Design morse_rx_decoder, sky130hd; sources not shown.
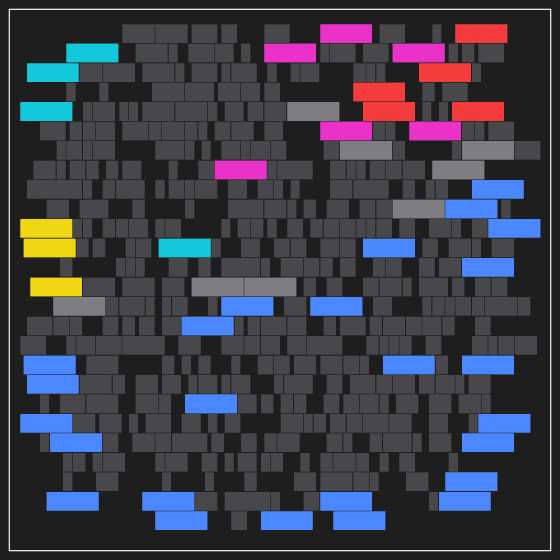
*Sequential cells coloured by netlist name*
Other sequential cells in the stronger grey, the rest of the logic in the fainter grey.
Blue marks `cnt_q`, flops 25. Cyan marks `sym_q`, flops 4, where north-west. Yellow marks `sym_cnt_q`, flops 3. Magenta marks `dec`, flops 6. Red marks `char_out`, flops 5, where north-east.
fin util: 0.681
sequential cell area share: 0.292
Seq. pwr: 465 uW
sequential cell area: 0.00102 mm2

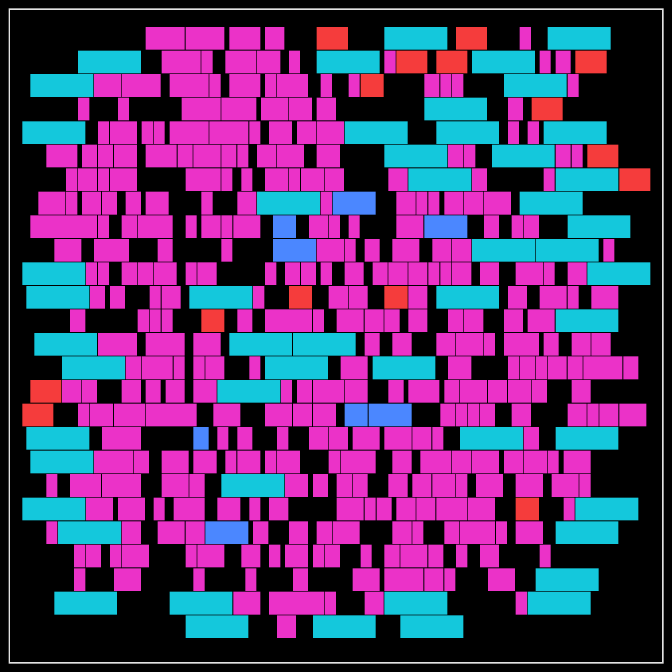
*Placed cells, one colour a class*
Cyan marks registers, cells 51. Magenta marks remaining logic cells, cells 337. Red marks remaining buffers and delay cells, cells 15. Blue marks clock drivers and dummy loads, cells 8.
number of cell rows: 26
Core ar.: 0.00514 mm2
Final Cell Area: 0.00350 mm2

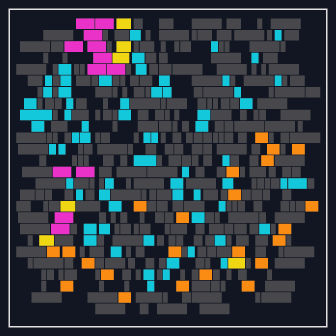
*Selected gate families*
Yellow marks mux cells, cells 6, most used mux2i_1. Magenta marks fa/ha/maj cells, cells 12, most used ha_1. Orange marks xor and xnor cells, cells 23, most used xor2_1. Cyan marks aoi and oai cells, cells 64, most used a21oi_1.
most frequent logic cell in the layout: dfxtp_1
Comb/total area: 0.598
Post-Layout Cell Count: 481

==> flow_metrics.tcl <==
# flow metrics
set metrics [dict create \
    ys_area_mm2 0.00328 \
    slew_violations 0 \
    hold_class "flip-flop to flip-flop" \
    start_kind "flip-flop" \
    rrSetupSlack_ns 0.40 \
    clockPowerShare 0.353 \
    yosysSeqAreaShare 0.311 \
    synth_warnings 0 \
    grt_max_degree 25 \
    endpoint_kind "flip-flop" \
    numPortBuffers 10 \
    setup-tns-final_ns 0 \
    drive_above_1_share 0.0803 \
    htree_levels 2 \
    cts.sinks 51 \
    cts_max_path_buffers 2 \
    power_density_mw_per_mm2 220 \
    grt_pass1_wl_um 12300 \
    common_cells "dfxtp_1, nand2_1, nor2_1" \
    ys_ff 51 \
    async_flop_share 0 \
    pin_count 11 \
    vias 3062 \
    warnings 35 \
    max_stage_delay_ns 0.49 \
    power_frac_seq 0.603 \
    yosys.cell_count.top_type "dfxtp_1" \
    cts_inserted_buffers 5 \
    postCtsHoldBufs 0 \
    preCtsSetupSlack_ns 0.455 \
    internal-power_uw 581 \
    arrival_ns 4.31 \
    die_area_mm2 0.00568 \
    ff_type "dfxtp_1" \
    synthToLayoutAreaGrowth_pct 6.56 \
    setup_slack_ns 0.398 \
    setup_viol 0 \
    drcViolationCount 0 \
    timing.fmax_mhz 247 \
    fp.dieW_um 75.4 \
    gp_congestion 0.964 \
    dp_hpwl_um 5810 \
    post_cts_resized 0 \
    topCellsByArea "dfxtp_1, nand2_1, ha_1, nor2_1, xor2_1" \
    hold_viol_final 0 \
    edf_count 0 \
    antennaDiodeCount 0 \
    ir_drop_mv 0.163 \
    cts_setup_buffers 0 \
    grt.total_usage 0.288 \
    antenna_found_initial 0 \
    slew_headroom 0.359 \
    root_buffer "clkbuf_8" \
    skew_ns 0.00538 \
    clk_pin_slew_worst_paths_ns 0.10 \
    max-cap-violations 0 \
    final_nets 425 \
    switching_share 0.246 \
    min_path_cells 2 \
    status "complete, no violations" \
    die.size.y_um 75.4 \
    syn_inst 408 \
    yosysTopAreaCellShare 0.311 \
    grt.overflow.total 0 \
    worst_pin_slew_ns 0.961 \
    first_global_vias 2576 \
    criticalPathCategory "flip-flop to flip-flop" \
    routed_wl_um 7790 \
    syn_area_mm2 0.00328 \
    rsz0062_at_grt "false" \
    largest_reg_flops 25 \
    synth.distinct_cells 69 \
    period_used_share 0.911 \
    largest_area_cell "dfxtp_1" \
    ys_cells 408 \
    crit_required_ns 4.71 \
]
power groups by stage:
| stage | clock (uW) | sequential, uW | combinational [uW] |
|---|---|---|---|
| floorplan | 0 | 474 | 24.8 |
| global placement | 0 | 475 | 33.0 |
| detailed placement | 0 | 476 | 33.5 |
| CTS | 277 | 465 | 33.7 |
| global route | 293 | 466 | 37.4 |
| finish | 272 | 465 | 33.8 |
placed cells by master (no fill, tap or decap), types with 6 or more instances in the layout:
cell type	instances
nor3_1	18
nand2_1	42
inv_1	18
o32ai_1	6
nand4_1	11
ha_1	12
dfxtp_1	51
o21ai_0	11
clkdlybuf4s50_1	10
a21oi_1	15
nor2_1	39
nand3_1	14
nor2b_1	12
xor2_1	12
and3_1	10
nor4_1	10
xnor2_1	11
nand2b_1	7
stage by stage:
step	hold slack, ns	util	power [uW]	std cells
global route	0.464	0.681	797	481
floorplan	0.414	-	499	408
detailed placement	0.431	0.663	509	473
CTS	0.446	0.681	776	481
finish	0.446	0.681	771	481
global placement	0.426	0.663	508	473
critical path: cells and delay by family (launching register included):
kind                     cells  cell delay, ns
AND-OR/OR-AND                5            0.90
adder cells (fa/ha/maj)      2            0.54
buffers and inverters        2            0.21
flip-flops                   1            0.45
multiplexers                 1            0.26
AND/OR/NAND/NOR              5            1.64
metal layers:
metal	global-route usage	wire length, um	vias to the layer above
met1	0.424	3570	1404
met3	0.0529	735	15
li1	-	-	1486
met5	0	0	-
met4	0.0597	90	0
met2	0.440	3400	157
cells by family (layout without fill, tap and decap cells):
family / after synthesis / after routing / synth area share
AOI/OAI and AO/OA: 79 / 79 / 0.181
xor gates and xnor gates: 23 / 23 / 0.0614
adders and majority gates: 12 / 12 / 0.0457
buffers and inverters: 39 / 42 / 0.0518
DFF: 51 / 51 / 0.311
muxes: 6 / 6 / 0.0191
and+or+nand+nor: 198 / 198 / 0.330
cell type report:
| cell class | count | area (um2) |
|---|---|---|
| clock buffer | 5 | 68.8 |
| clock inverter | 3 | 20.0 |
| fill | 470 | 1640 |
| inverter | 19 | 71.3 |
| multi-input combinational | 318 | 2090 |
| sequential | 51 | 1020 |
| tap | 70 | 87.6 |
| timing repair buffer | 15 | 138 |
Power is estimated from default activity; no workload was simulated.
